<file path="config.mk">
export PLATFORM = sky130hd
export DESIGN_NAME = control_sequencer
export DESIGN_NICKNAME = d
export VERILOG_FILES = /design/src/rtl/control_pkg.sv /design/src/rtl/reg_select_decode.sv /design/src/rtl/control_sequencer.sv
export SDC_FILE = /design/constraint.sdc
export NUM_CORES = 1
export LEC_CHECK = 0
export CAP_MARGIN = 10
export CORE_MARGIN = 10
export CORE_UTILIZATION = 46
export DETAILED_ROUTE_END_ITERATION = 16
export GPL_ROUTABILITY_DRIVEN = 0
export GPL_TIMING_DRIVEN = 0
export PLACE_DENSITY_LB_ADDON = 0.3
export SLEW_MARGIN = 20
export SYNTH_ARGS = -nofsm -noshare
export SYNTH_HDL_FRONTEND = slang
export SYNTH_SLANG_ARGS = --single-unit
export TNS_END_PERCENT = 20
</file>
<file path="constraint.sdc">
create_clock -name clk -period 3.5 [get_ports clk]
set_input_delay 0.35 -clock clk [delete_from_list [all_inputs] [get_ports clk]]
set_output_delay 0.35 -clock clk [all_outputs]
set_load 0.01 [all_outputs]
</file>
<file path="src/rtl/control_pkg.sv">
// control_pkg: opcode, step-state, IR field and ALU-line definitions shared by the control unit.
package control_pkg;

    typedef enum logic [3:0] {IDLE, T0, T1, T2, T3, T4, T5, T6, HALT} state_t;

    typedef enum logic [2:0] {C_ALU, C_MULDIV, C_UNARY, C_LD, C_ST, C_NOP, C_HALT, C_ILL} cls_t;

    localparam int SEL_W = 4;
    localparam int OP_HI = 31, OP_LO = 27;
    localparam int RA_HI = 26, RA_LO = 23;
    localparam int RB_HI = 22, RB_LO = 19;
    localparam int RC_HI = 18, RC_LO = 15;

    localparam logic [4:0] OP_LD = 5'b00000, OP_ST = 5'b00001, OP_ADD = 5'b00011, OP_SUB = 5'b00100;
    localparam logic [4:0] OP_SHR = 5'b00101, OP_SHL = 5'b00110, OP_ROR = 5'b00111, OP_ROL = 5'b01000;
    localparam logic [4:0] OP_AND = 5'b01001, OP_OR = 5'b01010, OP_MUL = 5'b01110, OP_DIV = 5'b01111;
    localparam logic [4:0] OP_NEG = 5'b10000, OP_NOT = 5'b10001, OP_NOP = 5'b11000, OP_HALT = 5'b11011;

    // bit positions inside the datapath's alu_ctrl word, ADD at bit 0
    localparam logic [3:0] A_ADD = 4'd0, A_SUB = 4'd1, A_MUL = 4'd2, A_DIV = 4'd3, A_SHR = 4'd4;
    localparam logic [3:0] A_SHL = 4'd5, A_ROR = 4'd6, A_ROL = 4'd7, A_AND = 4'd8, A_OR = 4'd9;
    localparam logic [3:0] A_NEG = 4'd10, A_NOT = 4'd11, A_INCPC = 4'd12;

    function automatic cls_t op_class(input logic [4:0] op);
        case (op)
            OP_ADD, OP_SUB, OP_SHR, OP_SHL, OP_ROR, OP_ROL, OP_AND, OP_OR: return C_ALU;
            OP_MUL, OP_DIV: return C_MULDIV;
            OP_NEG, OP_NOT: return C_UNARY;
            OP_LD:   return C_LD;
            OP_ST:   return C_ST;
            OP_NOP:  return C_NOP;
            OP_HALT: return C_HALT;
            default: return C_ILL;
        endcase
    endfunction

    function automatic logic [3:0] alu_index(input logic [4:0] op);
        case (op)
            OP_SUB:  return A_SUB;
            OP_MUL:  return A_MUL;
            OP_DIV:  return A_DIV;
            OP_SHR:  return A_SHR;
            OP_SHL:  return A_SHL;
            OP_ROR:  return A_ROR;
            OP_ROL:  return A_ROL;
            OP_AND:  return A_AND;
            OP_OR:   return A_OR;
            OP_NEG:  return A_NEG;
            OP_NOT:  return A_NOT;
            default: return A_ADD;
        endcase
    endfunction

endpackage

</file>
<file path="src/rtl/reg_select_decode.sv">
// reg_select_decode: register number to one-hot select, all-zero when disabled.
module reg_select_decode
    import control_pkg::*;
#(
    parameter int N = 16
) (
    input  logic             en,
    input  logic [SEL_W-1:0] sel,
    output logic [N-1:0]     onehot
);
    assign onehot = en ? N'(1) << sel : '0;
endmodule

</file>
<file path="src/rtl/control_sequencer.sv">
// control_sequencer: hardwired Moore control unit stepping fetch/decode/execute and
// driving every datapath strobe from the step state and the IR fields.
module control_sequencer
    import control_pkg::*;
#(
    parameter int BITS = 32,
    parameter int REGISTERS = 16,
    parameter int SIG_COUNT = 13
) (
    input  logic                 clk,
    input  logic                 reset,
    input  logic                 start,
    input  logic [BITS-1:0]      IRVal,
    input  logic                 mem_done,
    output logic [REGISTERS-1:0] GPRin,
    output logic [REGISTERS-1:0] GPRout,
    output logic PCin, IRin, RYin, RZin, MARin, HILOin, MDRin, Read, MDRout, RZout, PCout,
    output logic INPUTout, OUTPUTin, HILOout, BAout,
    output logic ADD, SUB, MUL, DIV, SHR, SHL, ROR, ROL, AND, OR, NEGATE, NOT, IncPC,
    output logic                 Write,
    output logic                 run,
    output logic                 illegal,
    output logic [BITS-1:0]      instr_count
);
    state_t state, next;
    cls_t cls;
    logic [4:0] op;
    logic [SEL_W-1:0] ra, rb, rc, in_sel, out_sel;
    logic in_en, out_en, done, unused_ir;
    logic [SIG_COUNT-1:0] alu;

    assign op = IRVal[OP_HI:OP_LO];
    assign ra = IRVal[RA_HI:RA_LO];
    assign rb = IRVal[RB_HI:RB_LO];
    assign rc = IRVal[RC_HI:RC_LO];
    assign cls = op_class(op);
    assign unused_ir = ^IRVal[RC_LO-1:0];
    assign run = state != IDLE && state != HALT;
    assign {INPUTout, OUTPUTin, HILOout, BAout} = '0;
    assign {IncPC, NOT, NEGATE, OR, AND, ROL, ROR, SHL, SHR, DIV, MUL, SUB, ADD} = alu;

    always_ff @(posedge clk) begin
        if (reset) begin
            state <= IDLE;
            instr_count <= '0;
        end else begin
            state <= next;
            if (done) instr_count <= instr_count + BITS'(1);
        end
    end

    // IR fields are only consulted from T4 on, after IR has been loaded in T3
    always_comb begin
        next = state; done = 1'b0; illegal = 1'b0; Write = 1'b0; alu = '0;
        {PCin, IRin, RYin, RZin, MARin, HILOin, MDRin, Read, MDRout, RZout, PCout} = '0;
        in_en = 1'b0; out_en = 1'b0; in_sel = ra; out_sel = rb;
        case (state)
            IDLE: next = start ? T0 : IDLE;
            T0: begin PCout = 1'b1; MARin = 1'b1; RZin = 1'b1; alu[A_INCPC] = 1'b1; next = T1; end
            T1: begin RZout = 1'b1; PCin = 1'b1; next = T2; end
            T2: begin Read = 1'b1; MDRin = 1'b1; next = mem_done ? T3 : T2; end
            T3: begin MDRout = 1'b1; IRin = 1'b1; next = T4; end
            T4: case (cls)
                C_ALU:    begin out_en = 1'b1; RYin = 1'b1; next = T5; end
                C_MULDIV: begin out_en = 1'b1; out_sel = ra; RYin = 1'b1; next = T5; end
                C_UNARY:  begin out_en = 1'b1; alu[alu_index(op)] = 1'b1; RZin = 1'b1; next = T5; end
                C_LD, C_ST: begin out_en = 1'b1; MARin = 1'b1; next = T5; end
                C_HALT:   next = HALT;
                C_ILL:    begin illegal = 1'b1; done = 1'b1; next = T0; end
                default:  begin done = 1'b1; next = T0; end
            endcase
            T5: case (cls)
                C_ALU:    begin out_en = 1'b1; out_sel = rc; alu[alu_index(op)] = 1'b1; RZin = 1'b1; next = T6; end
                C_MULDIV: begin out_en = 1'b1; alu[alu_index(op)] = 1'b1; RZin = 1'b1; next = T6; end
                C_UNARY:  begin RZout = 1'b1; in_en = 1'b1; done = 1'b1; next = T0; end
                C_LD:     begin Read = 1'b1; MDRin = 1'b1; next = mem_done ? T6 : T5; end
                C_ST:     begin out_en = 1'b1; out_sel = ra; MDRin = 1'b1; next = T6; end
                default:  next = T0;
            endcase
            T6: case (cls)
                C_ALU:    begin RZout = 1'b1; in_en = 1'b1; done = 1'b1; next = T0; end
                C_MULDIV: begin RZout = 1'b1; HILOin = 1'b1; done = 1'b1; next = T0; end
                C_LD:     begin MDRout = 1'b1; in_en = 1'b1; done = 1'b1; next = T0; end
                C_ST:     begin Write = 1'b1; done = mem_done; next = mem_done ? T0 : T6; end
                default:  next = T0;
            endcase
            HALT: next = HALT;
            default: next = IDLE;
        endcase
    end

    reg_select_decode #(.N(REGISTERS)) u_gpr_in  (.en(in_en),  .sel(in_sel),  .onehot(GPRin));
    reg_select_decode #(.N(REGISTERS)) u_gpr_out (.en(out_en), .sel(out_sel), .onehot(GPRout));
endmodule
</file>
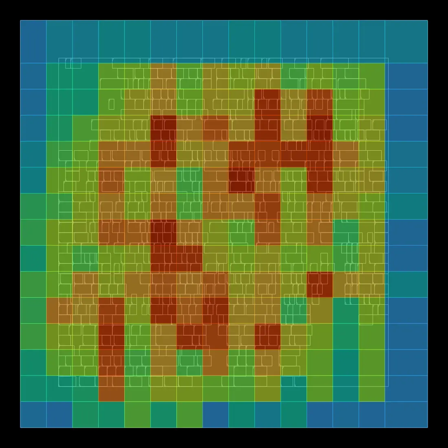
Figure 1: run 1, routing congestion.
GRT Util Overall: 20.55%
met3 usage: 6.527%
GR Util met1: 26.85%
Most Crowded Layer GR: met2
Final Core Density: 67.07%

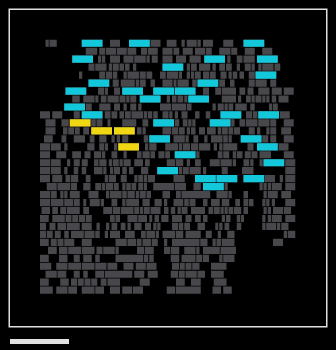
Figure 2: run 1, where the registers sit.
The bar under the picture is 20 um long. Other cells in grey.
state -> yellow  # flops 4
instr_count -> cyan  # flops 32
register area: 720.7 sq um
Seq group: 0.000414 W
Seq/total area: 14.12%

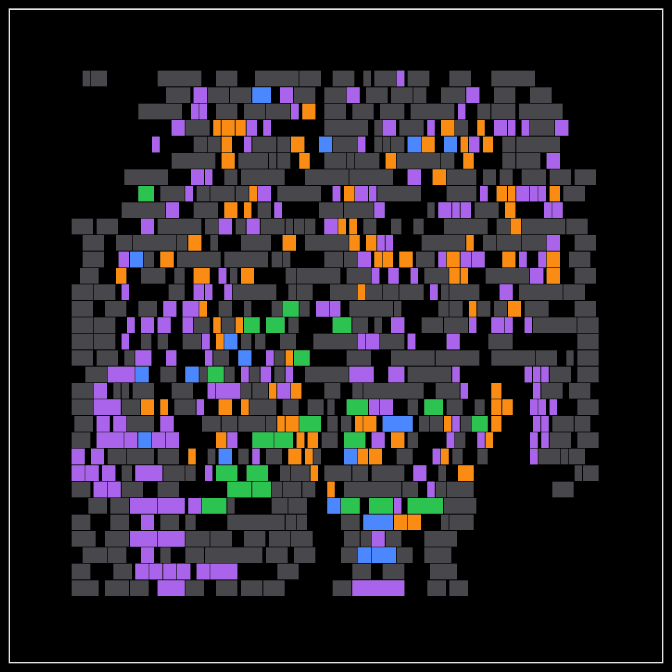
Figure 3: run 1, selected gate families.
nor cells -> purple  # cells 161, most used nor2_1
non-inverting ao/oa cells -> green  # cells 22
nand cells -> orange  # cells 84, most used nand2_1
and/or cells -> blue  # cells 17, most used and3_1
Comb area share: 55.17%
Commonest Layout Cell: clkdlybuf4s50_1
non-filler instance count after layout: 726

## run 1: cell usage after synthesis, types with 9 or more instances
| cell | number |
|---|---|
| o31ai_1 | 9 |
| nor2b_1 | 36 |
| buf_2 | 10 |
| nor4_1 | 33 |
| nand2b_1 | 9 |
| a21oi_1 | 17 |
| nand3_1 | 24 |
| nor3_1 | 15 |
| nor2_1 | 73 |
| clkbuf_1 | 25 |
| o21ai_0 | 10 |
| mux2_2 | 26 |
| dfxtp_1 | 36 |
| nand4_1 | 17 |
| a31oi_1 | 27 |
| nand2_1 | 32 |
## run 1: final timing paths
check | startpoint | endpoint
min | instr_count[1] | instr_count[1]
max reg2reg | state[0] | instr_count[31]
min reg2reg | instr_count[1] | instr_count[1]
max | IRVal[30] | GPRout[10]
## run 1: per-stage QoR
stage	TNS, ns	power [W]
2_1_floorplan	0	0.0005934
5_1_grt	-0.9039	0.001077
3_3_place_gp	-21.68	0.0006864
4_1_cts	-0.07110	0.001016
3_5_place_dp	-27.54	0.0006927
6_report	-0.01793	0.001030
## run 1: layout by cell type, fill, tap and decap left out, types with 6 or more instances in the layout
| cell | n |
|---|---|
| inv_1 | 7 |
| clkbuf_2 | 7 |
| buf_4 | 12 |
| nor3_1 | 15 |
| a31oi_1 | 27 |
| mux2_2 | 26 |
| buf_2 | 10 |
| dlygate4sd2_1 | 18 |
| nor4_2 | 10 |
| nand2b_1 | 9 |
| nand2_1 | 31 |
| nor2_1 | 70 |
| clkbuf_8 | 6 |
| clkdlybuf4s50_1 | 77 |
| dfxtp_1 | 36 |
| nor4_1 | 23 |
| o31ai_1 | 9 |
| clkbuf_1 | 18 |
| nand3_1 | 24 |
| nor2b_1 | 36 |
| nand4_1 | 17 |
| a21oi_1 | 17 |
| o21ai_0 | 8 |
==> impl_metrics.ini, run 1 <==
; physical design summary
[run_status]
run_status = finished with violations
violations = setup timing

[finish]
nFillCells = 666
top_regs = instr_count x32, state x4
n_all_buffers = 156
top_register = instr_count

[final_timing]
final.setup_skew_ns = 0.005699
maxSlewViolCount = 0
setup_viol = 5
worst_slack_ns = -0.007862
slew_headroom_pct = 44.81

[detailed_routing]
drc = 0
vias_per_cell = 6.066
top_layer_used = met4
wl_met2_mm = 5.712

[synthesis]
top_logic_kind = simple AND/OR/NAND/NOR gates
synthCells = 497
netlist_area_sq_um = 3556
xor_share_pct = 0

[power_and_ir_drop]
power_frac_seq_pct = 40.2
power.switching_fraction_pct = 32.64

[critical_path]
cp_slowest_cell = or4b_4
cpLargestDelayFamily = AND-OR/OR-AND gates
critPathBufInv = 3

[global_routing]
grt_max_degree = 12

[place]
place_ws_ns = -0.8331
port_buffers = 110

[cts]
clk_pin_slew_ns = 0.07
cts_htree_levels = 2

[run]
warning_count = 47
==> run 2, diff against run 1 <==
CAP_MARGIN = not set   (was 10)
CTS_CLUSTER_SIZE = 40   (was not set)
SLEW_MARGIN = not set   (was 20)
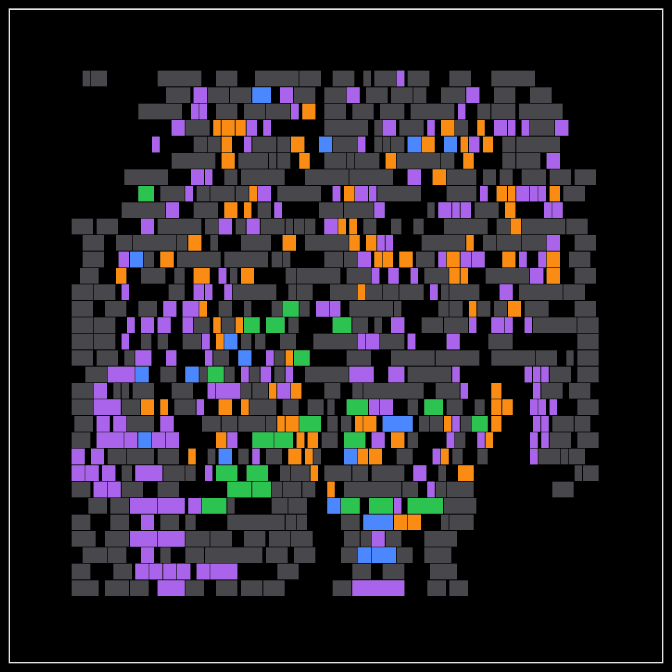
Figure 4: run 2, selected gate families.
and/or cells -> blue  # cells 17, most used and3_1
nand cells -> orange  # cells 84, most used nand2_1
nor cells -> purple  # cells 161, most used nor2_1
non-inverting ao/oa cells -> green  # cells 22

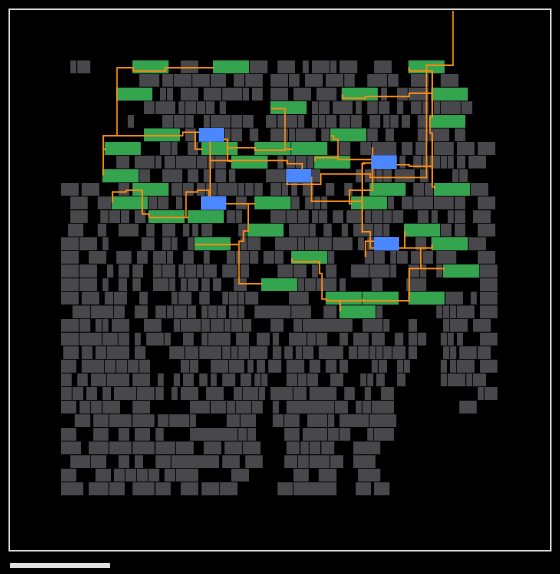
Figure 5: run 2, clock distribution.
The bar under the picture is 20 um long.
clock wires -> orange  # length 498 um
flip-flops -> green  # count 36
clock-net drivers -> blue  # count 5
routed clock nets = 6
Clk pwr share: 30.4%
power in the clock group: 0.000313 W
Clock Skews: 0.005699 ns
Worst-Skew Late Latency: 0.29 ns

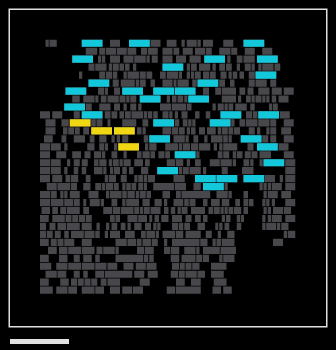
Figure 6: run 2, where the registers sit.
The bar under the picture is 20 um long. Other cells in grey.
state -> yellow  # flops 4
instr_count -> cyan  # flops 32

==> run 2 against run 1 <==
  * The run still ends with setup timing left
  * Via count unchanged
  * Power stayed put
  * Combinational power about the same
  * Worst setup slack unchanged
  * Critical path depth stayed put
  * Cell count unchanged
  * Critical endpoint unchanged
  * Largest cell class unchanged
  * Largest power group unchanged
==> impl_metrics.ini, run 2 <==
; physical design summary
[synthesis]
synthTopCellsByCount = nor2_1 (73), dfxtp_1 (36), nor2b_1 (36)
top_logic_kind = simple AND/OR/NAND/NOR gates
async_flop_share_pct = 0
synth.most_common_cell = nor2_1
xor_share_pct = 0

[global_routing]
overflow = 0
grtUsageMet3_pct = 6.527
use_met1_pct = 26.85
grt_busiest_layer = met2
grt_max_degree = 12

[detailed_routing]
firstDrtPassIters = 5
drc = 0
vias_per_cell = 6.066

[cts]
cts_htree_levels = 2
clk_pin_slew_ns = 0.07
cts_sinks = 36

[final_timing]
setup_viol = 5
finalCritPeriodShare_pct = 100.2
setup_tns_ns = -0.01793
worst_slack_ns = -0.007862

[finish]
top_regs = instr_count x32, state x4
fin_util_pct = 67.07
layout_top_cell = clkdlybuf4s50_1
top_register = instr_count
mostFrequentLayoutCells = clkdlybuf4s50_1 (77), nor2_1 (70), nor2b_1 (36), dfxtp_1 (36), nand2_1 (31)
instances_no_fill = 726
nets = 665
nFillCells = 666

[run]
warning_count = 47

[power_and_ir_drop]
power_frac_seq_pct = 40.2
power_w = 0.001030
power.switching_fraction_pct = 32.64
p_leak_nw = 1.856
p_seq_w = 0.000414

[run_status]
violations = setup timing
run_status = finished with violations

[place]
port_buffers = 110

[worst_hold_path]
hold_path_class = flip-flop to flip-flop

[critical_path]
critPathKind = input port to primary output
-- run 2: cell counts after synthesis --
Identical to the previous run, type by type.
-- run 2: area by class of cell --
class,count,area [sq um],share of cell area [%]
Buffer,39,193.9,3.801
Clock buffer,6,82.58,1.618
Clock inverter,2,10.01,0.1962
Inverter,7,26.28,0.5150
Multi-Input combinational cell,417,2815,55.17
Sequential cell,36,720.7,14.12
Tap cell,102,127.6,2.501
Timing Repair Buffer,117,1126,22.07
-- run 2: logic make-up (layout without fill, tap and decap cells) --
kind of cell	after synthesis	count (layout)
AND/OR/NAND/NOR	262	262
AND-OR/OR-AND	114	114
buffers and inverters	47	171
flip-flops	36	36
multiplexers	31	31
adder cells (fa/ha/maj)	6	6
other	1	4
-- run 2: final timing paths --
path,start,endpoint,depth (start not counted)
max,IRVal[30],GPRout[10],9
max reg2reg,state[0],instr_count[31],9
min,instr_count[1],instr_count[1],2
min reg2reg,instr_count[1],instr_count[1],2
-- run 2: critical path: stages --
cell             delay, ns
clkdlybuf4s50_1       0.47
buf_4                 0.17
or4b_4                0.52
o221ai_4              0.13
o22ai_4               0.15
o311a_1               0.36
a311o_2               0.43
nor4_1                0.28
dlygate4sd1_1         0.30
-- run 2: through the flow --
stage                     setup slack (ns)  hold WS (ns)
after floorplan                     0.5033        0.5434
after global placement             -0.7278        0.5401
after detailed placement           -0.8331        0.5567
after CTS                         -0.07110        0.5662
after global routing               -0.1185        0.5895
final                            -0.007862        0.5645
-- run 2: what timing repair did --
item	in CTS	in global routing
setup endpoints to repair	50	41
buffers inserted	3	4
pin swaps	5	5
gates resized	91	22
-- run 2: metal layers --
layer	share of wire (%)	routed length, um	up-vias
li1	-	-	2113
met1	43	5479	2054
met2	45	5712	214
met3	11	1361	23
met4	1.2	152	0
met5	0	0	-
Power is estimated from default activity; no workload was simulated.
